--- src/rtl/mem_lsu_pkg.sv ---
`default_nettype none
// ============================================================================
// Module      : mem_lsu_pkg
// Description : Shared definitions for the bittyCore memory-stage LSU.
//               Provides the ALU op codes, the bus widths, the reset level,
//               the LSU state encoding and a memory-op decoder.
// Revision    : 1.0  initial release
// ============================================================================
package mem_lsu_pkg;

  localparam int ALU_OP_W   = 8;
  localparam int REG_ADDR_W = 5;

  localparam logic RST_ENABLE = 1'b1;

  // Memory op codes (same encoding as the execute stage)
  localparam logic [ALU_OP_W-1:0] EXE_LB  = 8'b1110_0000;
  localparam logic [ALU_OP_W-1:0] EXE_LH  = 8'b1110_0001;
  localparam logic [ALU_OP_W-1:0] EXE_LW  = 8'b1110_0011;
  localparam logic [ALU_OP_W-1:0] EXE_LBU = 8'b1110_0100;
  localparam logic [ALU_OP_W-1:0] EXE_LHU = 8'b1110_0101;
  localparam logic [ALU_OP_W-1:0] EXE_SB  = 8'b1110_1000;
  localparam logic [ALU_OP_W-1:0] EXE_SH  = 8'b1110_1001;
  localparam logic [ALU_OP_W-1:0] EXE_SW  = 8'b1110_1011;
  localparam logic [ALU_OP_W-1:0] EXE_ADD = 8'b0010_0000;

  typedef enum logic [1:0] {
    LSU_IDLE = 2'd0,
    LSU_WAIT = 2'd1,
    LSU_DONE = 2'd2
  } lsu_state_e;

  typedef enum logic [1:0] {
    SZ_BYTE = 2'd0,
    SZ_HALF = 2'd1,
    SZ_WORD = 2'd2
  } mem_size_e;

  typedef struct packed {
    logic      is_mem;
    logic      is_load;
    logic      is_store;
    logic      is_signed;
    mem_size_e size;
  } mem_op_t;

  function automatic mem_op_t decode_op(input logic [ALU_OP_W-1:0] op);
    mem_op_t d;
    d.is_mem    = 1'b1;
    d.is_load   = 1'b0;
    d.is_store  = 1'b0;
    d.is_signed = 1'b0;
    d.size      = SZ_WORD;
    case (op)
      EXE_LB:  begin d.is_load  = 1'b1; d.is_signed = 1'b1; d.size = SZ_BYTE; end
      EXE_LBU: begin d.is_load  = 1'b1;                     d.size = SZ_BYTE; end
      EXE_LH:  begin d.is_load  = 1'b1; d.is_signed = 1'b1; d.size = SZ_HALF; end
      EXE_LHU: begin d.is_load  = 1'b1;                     d.size = SZ_HALF; end
      EXE_LW:  begin d.is_load  = 1'b1;                     d.size = SZ_WORD; end
      EXE_SB:  begin d.is_store = 1'b1;                     d.size = SZ_BYTE; end
      EXE_SH:  begin d.is_store = 1'b1;                     d.size = SZ_HALF; end
      EXE_SW:  begin d.is_store = 1'b1;                     d.size = SZ_WORD; end
      default: d.is_mem = 1'b0;
    endcase
    return d;
  endfunction

endpackage
`default_nettype wire

--- src/rtl/mem_lsu_align.sv ---
`default_nettype none
// ============================================================================
// Module      : mem_lsu_align
// Description : Combinational lane logic for the LSU.
//               Store side: byte enables and lane-replicated write data.
//               Load side : byte/halfword extraction with sign/zero extension.
//               Also flags accesses that are not naturally aligned.
// Ports       : is_mem_i, is_signed_i, size_i - decoded op
//               addr_lo_i  - byte offset within the word
//               reg2_i     - store source data
//               rdata_i    - read word from the bus
//               misalign_o, be_o, st_data_o, ld_data_o - results
// Revision    : 1.0  initial release
// ============================================================================
module mem_lsu_align
  import mem_lsu_pkg::*;
(
  input  logic        is_mem_i,
  input  logic        is_signed_i,
  input  mem_size_e   size_i,
  input  logic [1:0]  addr_lo_i,
  input  logic [31:0] reg2_i,
  input  logic [31:0] rdata_i,
  output logic        misalign_o,
  output logic [3:0]  be_o,
  output logic [31:0] st_data_o,
  output logic [31:0] ld_data_o
);

  logic       bad_align;
  logic [7:0] lane_b;
  logic [15:0] lane_h;

  always_comb begin
    bad_align = 1'b0;
    be_o      = 4'b0000;
    st_data_o = 32'd0;
    ld_data_o = 32'd0;
    lane_b    = 8'd0;
    lane_h    = 16'd0;
    case (size_i)
      SZ_BYTE: begin
        be_o      = 4'b0001 << addr_lo_i;
        st_data_o = {4{reg2_i[7:0]}};
        case (addr_lo_i)
          2'd0:    lane_b = rdata_i[7:0];
          2'd1:    lane_b = rdata_i[15:8];
          2'd2:    lane_b = rdata_i[23:16];
          default: lane_b = rdata_i[31:24];
        endcase
        ld_data_o = {{24{is_signed_i & lane_b[7]}}, lane_b};
      end
      SZ_HALF: begin
        bad_align = addr_lo_i[0];
        be_o      = addr_lo_i[1] ? 4'b1100 : 4'b0011;
        st_data_o = {2{reg2_i[15:0]}};
        lane_h    = addr_lo_i[1] ? rdata_i[31:16] : rdata_i[15:0];
        ld_data_o = {{16{is_signed_i & lane_h[15]}}, lane_h};
      end
      default: begin
        bad_align = |addr_lo_i;
        be_o      = 4'b1111;
        st_data_o = reg2_i;
        ld_data_o = rdata_i;
      end
    endcase
    // Only memory ops can be misaligned; other ops carry arbitrary ALU results
    misalign_o = is_mem_i & bad_align;
  end

endmodule
`default_nettype wire

--- src/rtl/mem_lsu.sv ---
`default_nettype none
// ============================================================================
// Module      : mem_lsu
// Description : Memory-stage load/store unit. Issues one req/ack data-bus
//               transaction per aligned memory op, stalls the pipeline while
//               it is outstanding and returns formatted load data to mem_wb.
// Ports       : clk, rst                     - clock, sync active-high reset
//               mem_aluop_i/addr_i/reg2_i    - op, address, store data
//               wd_i/wreg_i/wdata_i          - write-back from ex
//               wd_o/wreg_o/wdata_o          - write-back to mem_wb
//               dbus_*                       - data bus (registered request)
//               stall_req_o                  - pipeline hold to ctrl
//               misalign_o, bus_err_o        - one-cycle event pulses
// Parameters  : ACK_TIMEOUT - WAIT cycles before abort, 0 disables
// Revision    : 1.0  initial release
// ============================================================================
module mem_lsu
  import mem_lsu_pkg::*;
#(
  parameter int ACK_TIMEOUT = 255
) (
  input  logic                  clk,
  input  logic                  rst,
  input  logic [ALU_OP_W-1:0]   mem_aluop_i,
  input  logic [31:0]           mem_addr_i,
  input  logic [31:0]           mem_reg2_i,
  input  logic [REG_ADDR_W-1:0] wd_i,
  input  logic                  wreg_i,
  input  logic [31:0]           wdata_i,
  output logic [REG_ADDR_W-1:0] wd_o,
  output logic                  wreg_o,
  output logic [31:0]           wdata_o,
  output logic                  dbus_req_o,
  output logic                  dbus_we_o,
  output logic [31:0]           dbus_addr_o,
  output logic [3:0]            dbus_be_o,
  output logic [31:0]           dbus_wdata_o,
  input  logic [31:0]           dbus_rdata_i,
  input  logic                  dbus_ack_i,
  output logic                  stall_req_o,
  output logic                  misalign_o,
  output logic                  bus_err_o
);

  // Counter only has to reach ACK_TIMEOUT-1
  localparam int CNT_W = (ACK_TIMEOUT > 1) ? $clog2(ACK_TIMEOUT) : 1;

  lsu_state_e       state_q, state_d;
  logic             req_q, req_d;
  logic             we_q, we_d;
  logic [3:0]       be_q, be_d;
  logic [31:0]      addr_q, addr_d;
  logic [31:0]      bwdata_q, bwdata_d;
  logic [31:0]      rdata_q, rdata_d;
  logic [CNT_W-1:0] cnt_q, cnt_d;

  mem_op_t     dec;
  logic        w_misalign;
  logic [3:0]  w_be;
  logic [31:0] w_st_data;
  logic [31:0] w_ld_data;
  logic        w_timeout;
  logic        w_abort;

  assign dec = decode_op(mem_aluop_i);

  mem_lsu_align u_align (
    .is_mem_i    (dec.is_mem),
    .is_signed_i (dec.is_signed),
    .size_i      (dec.size),
    .addr_lo_i   (mem_addr_i[1:0]),
    .reg2_i      (mem_reg2_i),
    .rdata_i     (dbus_rdata_i),
    .misalign_o  (w_misalign),
    .be_o        (w_be),
    .st_data_o   (w_st_data),
    .ld_data_o   (w_ld_data)
  );

  assign w_timeout = (ACK_TIMEOUT != 0) && (32'(cnt_q) == 32'(ACK_TIMEOUT - 1));
  // Ack wins over a timeout landing in the same cycle
  assign w_abort   = (state_q == LSU_WAIT) && !dbus_ack_i && w_timeout;

  // Next-state and bus request registers
  always_comb begin
    state_d  = state_q;
    req_d    = 1'b0;
    we_d     = 1'b0;
    be_d     = 4'b0000;
    addr_d   = 32'd0;
    bwdata_d = 32'd0;
    rdata_d  = rdata_q;
    cnt_d    = cnt_q;
    case (state_q)
      LSU_IDLE: begin
        if (dec.is_mem && !w_misalign) begin
          state_d  = LSU_WAIT;
          req_d    = 1'b1;
          we_d     = dec.is_store;
          be_d     = w_be;
          addr_d   = {mem_addr_i[31:2], 2'b00};
          bwdata_d = dec.is_store ? w_st_data : 32'd0;
          cnt_d    = '0;
        end
      end
      LSU_WAIT: begin
        if (dbus_ack_i) begin
          state_d = LSU_DONE;
          rdata_d = w_ld_data;
        end else if (w_timeout) begin
          state_d = LSU_IDLE;
        end else begin
          // Hold the request stable until ack or abort
          req_d    = req_q;
          we_d     = we_q;
          be_d     = be_q;
          addr_d   = addr_q;
          bwdata_d = bwdata_q;
          cnt_d    = cnt_q + 1'b1;
        end
      end
      LSU_DONE: state_d = LSU_IDLE;
      default:  state_d = LSU_IDLE;
    endcase
  end

  always_ff @(posedge clk) begin
    if (rst == RST_ENABLE) begin
      state_q  <= LSU_IDLE;
      req_q    <= 1'b0;
      we_q     <= 1'b0;
      be_q     <= 4'b0000;
      addr_q   <= 32'd0;
      bwdata_q <= 32'd0;
      rdata_q  <= 32'd0;
      cnt_q    <= '0;
    end else begin
      state_q  <= state_d;
      req_q    <= req_d;
      we_q     <= we_d;
      be_q     <= be_d;
      addr_q   <= addr_d;
      bwdata_q <= bwdata_d;
      rdata_q  <= rdata_d;
      cnt_q    <= cnt_d;
    end
  end

  assign dbus_req_o   = req_q;
  assign dbus_we_o    = we_q;
  assign dbus_be_o    = be_q;
  assign dbus_addr_o  = addr_q;
  assign dbus_wdata_o = bwdata_q;

  // Write-back path and pipeline control
  always_comb begin
    wd_o        = '0;
    wreg_o      = 1'b0;
    wdata_o     = 32'd0;
    stall_req_o = 1'b0;
    misalign_o  = 1'b0;
    bus_err_o   = 1'b0;
    if (rst != RST_ENABLE) begin
      wd_o      = wd_i;
      wreg_o    = wreg_i;
      wdata_o   = wdata_i;
      bus_err_o = w_abort;
      if (dec.is_mem) begin
        // Memory ops only write back from DONE, and only for loads
        wreg_o = 1'b0;
        if (w_misalign) begin
          misalign_o = 1'b1;
        end else begin
          // Releasing on abort lets the pipeline move past the failed op
          stall_req_o = (state_q != LSU_DONE) && !w_abort;
          if ((state_q == LSU_DONE) && dec.is_load) begin
            wreg_o  = wreg_i;
            wdata_o = rdata_q;
          end
        end
      end
    end
  end

endmodule
`default_nettype wire

--- config.mk ---
export PLATFORM = sky130hd
export DESIGN_NAME = mem_lsu
export DESIGN_NICKNAME = d
export VERILOG_FILES = /design/src/rtl/mem_lsu_pkg.sv /design/src/rtl/mem_lsu_align.sv /design/src/rtl/mem_lsu.sv
export SDC_FILE = /design/constraint.sdc
export NUM_CORES = 1
export LEC_CHECK = 0
export CORE_AREA = 2 2 117 119
export CTS_CLUSTER_SIZE = 20
export DETAILED_ROUTE_END_ITERATION = 10
export DIE_AREA = 0 0 119 121
export PLACE_DENSITY_LB_ADDON = 0.3
export SLEW_MARGIN = 15
export SYNTH_ARGS = -nofsm -noshare
export SYNTH_HDL_FRONTEND = slang
export SYNTH_HIERARCHICAL = 1
export SYNTH_SLANG_ARGS = --single-unit
--- constraint.sdc ---
create_clock -name clk -period 8.99 [get_ports clk]
set_input_delay 1.3485 -clock clk [delete_from_list [all_inputs] [get_ports clk]]
set_output_delay 1.3485 -clock clk [all_outputs]
set_load 0.05 [all_outputs]
==> images/m3.png <==
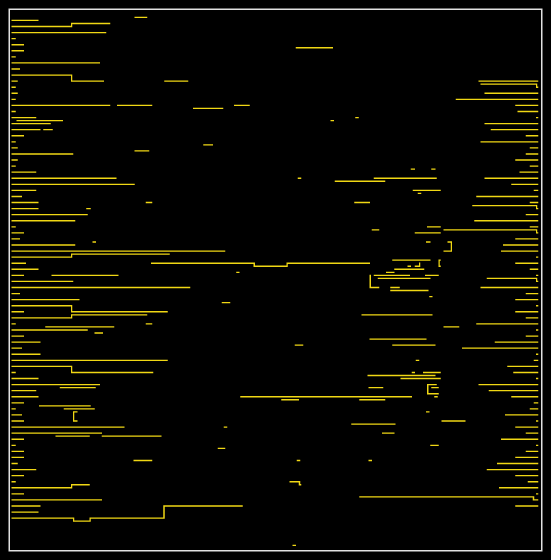
nets with wire on the layer: 201
longest straight run: 47.6 um
main direction: horizontal
wire length on this layer: 1760 um

==> images/gates.png <==
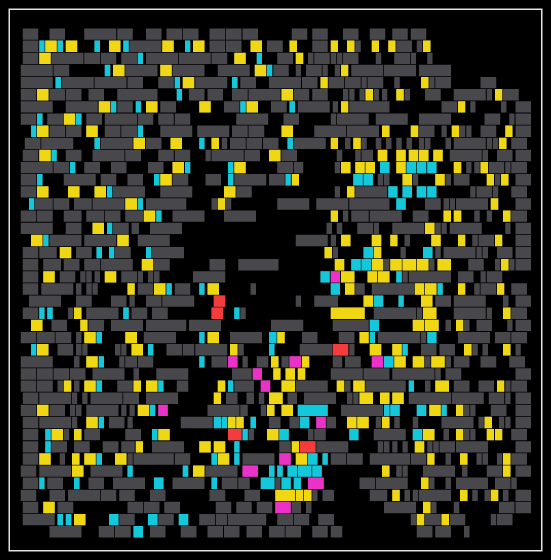
| color | family | cells |
|---|---|---|
| red | non-inverting ao/oa cells | 5 |
| yellow | aoi and oai cells | 213 |
| cyan | nor cells | 129 |
| magenta | and/or cells | 12 |

==> summary.txt <==
Results of the flow run.

Per the power-grid run, VDD falls by no more than 88.6 uV. In this run the worst hold path is classified as reg -> reg. The layout report lists the multi-input gate area as 3320 sq um. The clock sink count stands at about 110. The number of standard-cell rows in the floorplan stands at 42. The minimum clock period stands at 6.72 ns. The group that draws the most power in this run is registers.

The final net count stands at 1117. The depth of the worst hold-timing path stands at 2. The cell sequence reported for the critical path is clkdlybuf4s50_1 -> nand4b_4 -> a211o_2 -> nor2_2 -> nand2_1 -> a21boi_0 -> nor4b_1 -> nand2_1 -> nand2_1 -> a21oi_1 -> clkdlybuf4s50_1.

The worst setup path is launched from an input port. Post-synth the commonest register cell is sky130_fd_sc_hd__dfxtp_1. The count of state elements after synthesis stands at 110. The final design was reported to hold multi-input combinational gates totalling 581. The flow ran to the end, and the final reports show no timing, DRC or antenna violations. Of all flip-flops after synthesis, the portion carrying an async set or reset was 0. The layout stage reports a final design area of 8660 sq um. The path with the worst hold slack has its endpoint at dbus_req_o. Per the synthesis report, the adder-cell share of the synthesized area is 0.00421. The relative max-transition margin stands at 0.284. Yosys instantiated no cell more often than sky130_fd_sc_hd__nand2_1.
==> images/ff_map.png <==
Bar = 20 um. Other sequential cells in the stronger gray, the rest of the logic in the fainter gray.
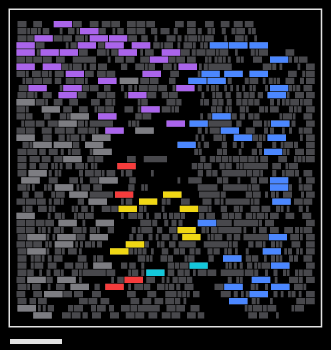
| color | signal | placed flops |
|---|---|---|
| blue | rdata_q | 32 |
| cyan | state_q | 2 |
| yellow | cnt_q | 8 |
| purple | dbus_addr_o | 30 |
| red | dbus_be_o | 4 |

==> images/congestion_map.png <==
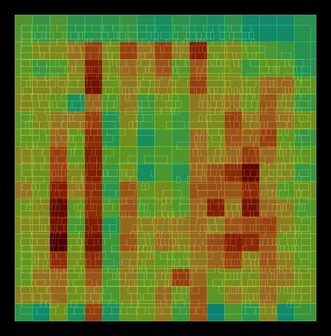
global-route usage over all layers: 0.256
core occupancy in the finished layout: 0.662
average wire per cell in the routed design: 16.5 um
global routing usage on met2: 0.413

-- registers in the layout (all words and copies together), names as in the netlist --
signal	count
dbus_wdata_o	32
rdata_q	32
dbus_addr_o	30
cnt_q	8
dbus_be_o	4
state_q	2
dbus_req_o	1
dbus_we_o	1
-- layer usage --
metal | vias up | wire length, um | track usage
met4 | 0 | 743 | 0.133
met5 | - | 0 | 0
met1 | 2913 | 7960 | 0.312
li1 | 3097 | - | -
met3 | 45 | 1760 | 0.0733
met2 | 286 | 8580 | 0.413
-- worst min-delay path, cell delays in order (launching register included) --
cell and delay (ns):
sky130_fd_sc_hd__dfxtp_1 0.31, sky130_fd_sc_hd__nand2_1 0.05, sky130_fd_sc_hd__a21oi_1 0.05
Power figures rest on the tool's default switching activity, not on a simulated workload.
